==> images/clk_routes.png <==
Scale: 1 px per um.
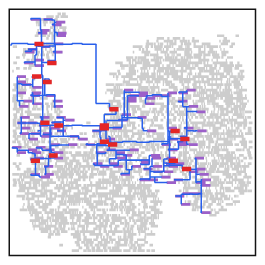
==> images/placement_by_type.png <==
Scale: 1 px per um.
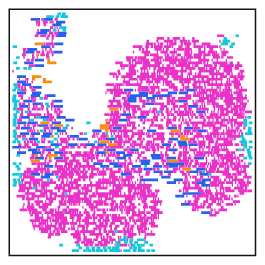
==> images/flops_by_reg.png <==
Scale: 1 px per um.
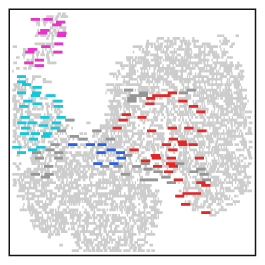
==> images/io_fan.png <==
Scale: 2 px per um.
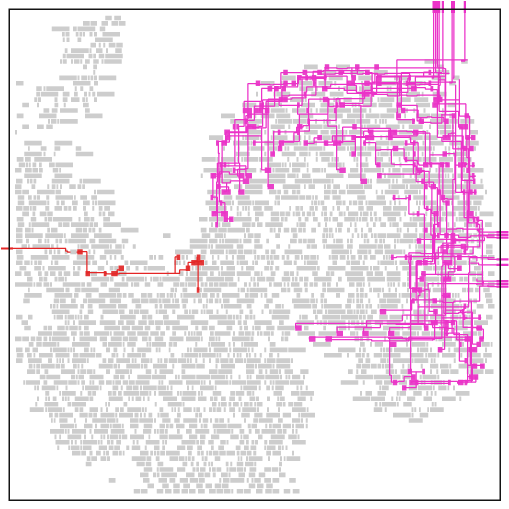
File: src/rtl/matmul_sequencer_pkg.sv
// Shared types and sizing constants for the matrix-multiply sequencer.
package SystolicTypes;

    localparam int DEFAULT_WIDTH  = 16;
    localparam int DEFAULT_ADDR_W = 12;
    localparam int MEM_DEPTH      = 4096;
    localparam int ACC_W          = 2 * DEFAULT_WIDTH + 8;

    typedef logic [2:0] state_t;

    localparam logic [2:0] IDLE             = 3'd0;
    localparam logic [2:0] WAITING_MEMORY_A = 3'd1;
    localparam logic [2:0] WAITING_MEMORY_B = 3'd2;
    localparam logic [2:0] COMPUTE          = 3'd3;
    localparam logic [2:0] WRITEBACK        = 3'd4;

    function automatic int acc_width(input int w);
        return 2 * w + 8;
    endfunction

endpackage

File: src/rtl/matmul_sequencer_mac.sv
// mac_unit: wide unsigned multiply-accumulator with a saturating WIDTH-bit view.
module mac_unit
    import SystolicTypes::*;
#(
    parameter int WIDTH = DEFAULT_WIDTH
) (
    input  logic             clk,
    input  logic             rst_n,
    input  logic             clear,
    input  logic             en,
    input  logic [WIDTH-1:0] a,
    input  logic [WIDTH-1:0] b,
    output logic [WIDTH-1:0] result,
    output logic             saturated
);

    localparam int AW = acc_width(WIDTH);

    logic [AW-1:0]        acc_q;
    logic [2*WIDTH-1:0]   prod;

    assign prod = {{WIDTH{1'b0}}, a} * {{WIDTH{1'b0}}, b};

    always_ff @(posedge clk or negedge rst_n) begin
        if (!rst_n) begin
            acc_q <= '0;
        end else if (clear) begin
            acc_q <= '0;
        end else if (en) begin
            acc_q <= acc_q + AW'(prod);
        end
    end

    assign saturated = |acc_q[AW-1:WIDTH];
    assign result    = saturated ? '1 : acc_q[WIDTH-1:0];

endmodule

File: src/rtl/matmul_sequencer.sv
// matmul_sequencer: sequences C = A*B over a synchronous-read data memory.
// Optional macro STEPPING_EN gates state advance on step rising edges.
module matmul_sequencer
    import SystolicTypes::*;
#(
    parameter int WIDTH  = DEFAULT_WIDTH,
    parameter int ADDR_W = DEFAULT_ADDR_W
) (
    input  logic              clk,
    input  logic              rst_n,
    input  logic              rst,
    input  logic              new_data,
    input  logic [ADDR_W-1:0] addr_A,
    input  logic [ADDR_W-1:0] addr_B,
    input  logic [ADDR_W-1:0] addr_C,
    input  logic [8:0]        matrix_N,
    input  logic              stepping_enable,
    input  logic              step,
    output logic [ADDR_W-1:0] mem_addr,
    output logic              mem_write,
    output logic [WIDTH-1:0]  mem_wdata,
    input  logic [WIDTH-1:0]  mem_rdata,
    output state_t            fsm_state,
    output logic [15:0]       cycle_count,
    output logic [31:0]       int_ops,
    output logic              op_done,
    output logic              overflow
);

    state_t           state_q;
    logic [8:0]       i_q, j_q, k_q;
    logic [8:0]       n_m1;
    logic [WIDTH-1:0] a_reg;
    logic             a_loaded;
    logic             new_data_q;
    logic             start;
    logic             adv;
    logic [13:0]      a_idx, b_idx, c_idx;
    logic [WIDTH-1:0] mac_result;
    logic             mac_sat;
    logic             mac_clear, mac_en;

`ifdef STEPPING_EN
    logic step_q;
    always_ff @(posedge clk or negedge rst_n) begin
        if (!rst_n) step_q <= 1'b0;
        else        step_q <= step;
    end
    assign adv = ~stepping_enable | (step & ~step_q);
`else
    logic step_unused;
    assign step_unused = stepping_enable | step;
    assign adv = 1'b1;
`endif

    assign n_m1  = matrix_N - 9'd1;
    assign start = new_data & ~new_data_q & (matrix_N != 9'd0);

    // Index products are formed at 14 bits before the address add truncates.
    assign a_idx = ({5'b0, i_q} * {5'b0, matrix_N}) + {5'b0, k_q};
    assign b_idx = ({5'b0, k_q} * {5'b0, matrix_N}) + {5'b0, j_q};
    assign c_idx = ({5'b0, i_q} * {5'b0, matrix_N}) + {5'b0, j_q};

    assign mac_clear = rst | ((state_q == IDLE) & start) | ((state_q == WRITEBACK) & adv);
    assign mac_en    = (state_q == COMPUTE) & adv & ~rst;

    mac_unit #(.WIDTH(WIDTH)) u_mac (
        .clk       (clk),
        .rst_n     (rst_n),
        .clear     (mac_clear),
        .en        (mac_en),
        .a         (a_reg),
        .b         (mem_rdata),
        .result    (mac_result),
        .saturated (mac_sat)
    );

    always_ff @(posedge clk or negedge rst_n) begin
        if (!rst_n) begin
            state_q     <= IDLE;
            i_q         <= '0;
            j_q         <= '0;
            k_q         <= '0;
            a_reg       <= '0;
            a_loaded    <= 1'b0;
            new_data_q  <= 1'b0;
            cycle_count <= '0;
            int_ops     <= '0;
            op_done     <= 1'b0;
            overflow    <= 1'b0;
        end else begin
            // Tracking the level through a soft reset keeps a held request from restarting.
            new_data_q <= new_data;
            if (rst) begin
                state_q     <= IDLE;
                i_q         <= '0;
                j_q         <= '0;
                k_q         <= '0;
                a_reg       <= '0;
                a_loaded    <= 1'b0;
                cycle_count <= '0;
                int_ops     <= '0;
                op_done     <= 1'b0;
                overflow    <= 1'b0;
            end else begin
                if (state_q != IDLE && cycle_count != 16'hFFFF)
                    cycle_count <= cycle_count + 16'd1;
                case (state_q)
                    IDLE: begin
                        if (start) begin
                            i_q         <= '0;
                            j_q         <= '0;
                            k_q         <= '0;
                            cycle_count <= '0;
                            int_ops     <= '0;
                            overflow    <= 1'b0;
                            op_done     <= 1'b0;
                            state_q     <= WAITING_MEMORY_A;
                        end
                    end
                    WAITING_MEMORY_A: begin
                        a_loaded <= 1'b0;
                        if (adv) state_q <= WAITING_MEMORY_B;
                    end
                    WAITING_MEMORY_B: begin
                        // A word is only on mem_rdata during the first cycle of the visit.
                        if (!a_loaded) begin
                            a_reg    <= mem_rdata;
                            a_loaded <= 1'b1;
                        end
                        if (adv) state_q <= COMPUTE;
                    end
                    COMPUTE: begin
                        if (adv) begin
                            int_ops <= int_ops + 32'd2;
                            if (k_q < n_m1) begin
                                k_q     <= k_q + 9'd1;
                                state_q <= WAITING_MEMORY_A;
                            end else begin
                                state_q <= WRITEBACK;
                            end
                        end
                    end
                    WRITEBACK: begin
                        if (adv) begin
                            if (mac_sat) overflow <= 1'b1;
                            k_q     <= '0;
                            state_q <= WAITING_MEMORY_A;
                            if (j_q == n_m1) begin
                                j_q <= '0;
                                if (i_q == n_m1) begin
                                    i_q     <= '0;
                                    state_q <= IDLE;
                                    op_done <= 1'b1;
                                end else begin
                                    i_q <= i_q + 9'd1;
                                end
                            end else begin
                                j_q <= j_q + 9'd1;
                            end
                        end
                    end
                    default: state_q <= IDLE;
                endcase
            end
        end
    end

    always_comb begin
        mem_addr  = '0;
        mem_write = 1'b0;
        mem_wdata = '0;
        case (state_q)
            WAITING_MEMORY_A: mem_addr = addr_A + ADDR_W'(a_idx);
            WAITING_MEMORY_B,
            COMPUTE:          mem_addr = addr_B + ADDR_W'(b_idx);
            WRITEBACK: begin
                mem_addr  = addr_C + ADDR_W'(c_idx);
                mem_write = adv & ~rst;
                mem_wdata = mac_result;
            end
            default: ;
        endcase
    end

    assign fsm_state = state_q;

endmodule

File: config.mk
export PLATFORM = sky130hd
export DESIGN_NAME = matmul_sequencer
export DESIGN_NICKNAME = d
export VERILOG_FILES = /design/src/rtl/matmul_sequencer_pkg.sv /design/src/rtl/matmul_sequencer_mac.sv /design/src/rtl/matmul_sequencer.sv
export SDC_FILE = /design/constraint.sdc
export NUM_CORES = 1
export LEC_CHECK = 0
export CORE_MARGIN = 2
export CORE_UTILIZATION = 40
export DETAILED_ROUTE_END_ITERATION = 10
export PLACE_DENSITY = 0.69
export SLEW_MARGIN = 20
export SYNTH_ARGS = -nofsm -noshare
export SYNTH_HDL_FRONTEND = slang
export SYNTH_HIERARCHICAL = 1
export SYNTH_SLANG_ARGS = --single-unit
File: constraint.sdc
create_clock -name clk -period 12 [get_ports clk]
set_clock_uncertainty 0.1 [all_clocks]
set_input_delay 2.4 -clock clk [delete_from_list [all_inputs] [get_ports clk]]
set_output_delay 2.4 -clock clk [all_outputs]
set_load 0.005 [all_outputs]
==> run summary <==
impl run done, here's what came out: result of the run complete, no violations, area after detailed placement between 20000 and 30000 um^2, Least-Margin Pin Slew 1.16 ns, setup slack of the critical path after layout 0.592 ns, Setup Slack @ Placement about 0.57 ns, register containing the most flip-flops in the final layout u_mac/acc_q, switching power 853 uW, worst reg2reg path depth 21, ordered cell list for the critical path clkdlybuf4s50_1, buf_4, and2_1, fa_1, ha_1, ha_1, fa_1, ha_1, inv_1, fa_1, inv_1, a21o_1, a21oi_1, xnor2_1, fa_1, ha_1, or4_1, a21oi_1, o21ai_0, xnor2_1, xnor2_1, o221ai_1, clkdlybuf4s50_1, classification of the worst setup path primary input to output pin, Insertion Delay late pin 0.44 ns, Vias/cell a little over 5, Cells on Worst Hold Path 2, share of cell area taken by muxes after synthesis around 1.3%, synthesized area per cell between 8 and 9 um^2, total of cells resized after clock tree synthesis 0, final-report setup violation count 0, total standard cell area after synthesis 23200 um^2, tool warnings 31, syn nets about 3200, Top non-seq family adder cells, CP bufs+invs 5, Top pwr grp combinational logic, Synthesized registers 137, simple-gate area share of the yosys netlist about 18%, most frequent cell after synthesis sky130_fd_sc_hd__inv_1, remaining routing DRC violations 0, Min Clock Period, post-route 11.41 ns, relative max-transition margin 22.9%, die outline width 245 um, post-layout instance count excluding filler cells 3491, weighted congestion at the end of routability-driven global placement 0.911, final HPWL from detailed placement 46.2 mm, setup repair after global routing missed its margin no, routed vias between 15000 and 20000, Worst Path Arrival ~8.9 ns, core utilization before placement 40.3%, Worst Hold Launch op_done, cell count after synthesis 2640, placed instance count around 3500, AND-OR/OR-AND share of the synthesized area 9.29%, wire length of the first global-routing pass 98.4 mm, slowest CP cell sky130_fd_sc_hd__clkdlybuf4s50_1, max reg flops ~40, P_clk 493 uW, logic gate share of total power 48.7%, First-pass DRT Iterations 8, largest registers in the final layout u_mac/acc_q: 40 flops, int_ops: 31 flops, post-synthesis cell type count 91, clk buf depth 2, fraction of final layout cells sized beyond drive strength 1 3.52%, setup TNS after final layout 0 ns, capture point of the worst path mem_addr[11], number of antenna-violating nets in the routed design 0, Routed Wire Length 58.9 mm, routed length per placed instance 16.9 um, maximum frequency from static timing analysis 87.7 MHz, post-synthesis sequential area ratio 14.8%, switching part of the total power 43.1%, total count of max-transition violations in the final report 0, chip height 245 um, launching point of the worst reg2reg path a_reg[10], n_diodes 0, Comb group 964 uW, antenna violations before repair 0, Clock Sinks 137, delay of the slowest critical-path stage 0.79 ns, internal cell power 1130 uW, number of clock buffers inserted by TritonCTS 17, Post-CTS Hold Fix Bufs 0, PD cells 76.7 nW/um^2, Dominant Register Cell sky130_fd_sc_hd__dfrtp_1, type of element launching the critical path primary input, site row count a little under 90, final number of hold-violating endpoints 0, Critical Path RT 9.50 ns, Critical Path End Type output pin, count of warnings emitted by yosys 6, number of enable flip-flop cells 0, area of the synthesized netlist per yosys stat 23200 um^2, final-layout worst hold slack 0.416 ns, DIE AREA between 50000 and 60000 um^2, nets 3319
About clk_routes.png:
[clock wires] blue | length: 2230 um
[clock drivers] red | count: 17
[flip-flops] purple | count: 137
routed clock nets: 18

About placement_by_type.png:
[clock drivers and dummy loads] orange | cells: 31 | share of their area: 2.2%
[combinational and other logic] magenta | cells: 2395 | share of their area: 78%
[remaining buffers and delay cells] cyan | cells: 163 | share of their area: 6.4%
[sequential cells] blue | cells: 137 | share of their area: 14%

About flops_by_reg.png:
[int_ops] cyan | sequential cells: 31 | where: middle left
[u_mac/acc_q] red | sequential cells: 40
[cycle_count] magenta | sequential cells: 16 | where: upper left
[k_q] blue | sequential cells: 9
not coloured: 41
fin util: 44.9%
power of the sequential group: 522 uW
sequential share of cell area: 13.3%

About io_fan.png:
[mem_rdata] magenta | direction: input | edge: 8 right, 8 top | end cells: 272 | buffers: 16 | wire: 5240 um
[rst] red | direction: input | edge: left | end cells: 11 | buffers: 1 | wire: 142 um
number of top-level pins: 149
number of buffers added on ports: 145

## worst reg2reg max path, cell delays in order, from the launching register on
cell and delay (ns):
sky130_fd_sc_hd__dfrtp_1 0.89, sky130_fd_sc_hd__nand2_1 0.18, sky130_fd_sc_hd__fa_1 0.54, sky130_fd_sc_hd__inv_1 0.06, sky130_fd_sc_hd__fa_1 0.52, sky130_fd_sc_hd__inv_1 0.05, sky130_fd_sc_hd__fa_1 0.49, sky130_fd_sc_hd__inv_1 0.05
sky130_fd_sc_hd__fa_1 0.49, sky130_fd_sc_hd__fa_1 0.56, sky130_fd_sc_hd__inv_1 0.06, sky130_fd_sc_hd__fa_1 0.53, sky130_fd_sc_hd__inv_1 0.04, sky130_fd_sc_hd__ha_1 0.36, sky130_fd_sc_hd__a21oi_1 0.21, sky130_fd_sc_hd__o21ai_0 0.17
sky130_fd_sc_hd__a311oi_1 0.42, sky130_fd_sc_hd__o221a_2 0.27, sky130_fd_sc_hd__o21ai_2 0.09, sky130_fd_sc_hd__a211oi_1 0.41, sky130_fd_sc_hd__or3_1 0.17, sky130_fd_sc_hd__a21oi_1 0.06
## final cells by class
type,count,area (um^2)
clock inverters,13,100
multi-input cells,1850,17300
fillers,5664,31700
flip-flops and latches,137,3430
clock buffers,18,439
inverters,545,2050
repair buffers,163,1590
well taps,765,957
## routing by layer
metal / share of wire [%] / up-vias / global-route usage [%]
met3: 5.9 / 65 / 3.75
met2: 48 / 464 / 33.3
met1: 45 / 9022 / 28.2
met4: 1.7 / 0 / 4.45
li1: - / 8435 / -
met5: 0 / - / 0
## cell usage in the layout, fill, tap and decap left out, drive strengths merged, types with 69 or more instances in the layout
cell type      instances
dfrtp                137
nor2                 114
xnor2                 83
and2                 169
a21oi                 97
inv                  547
clkdlybuf4s50        144
fa                   336
nand2                325
ha                   202
o21ai                 69
Power is estimated from default activity; no workload was simulated.
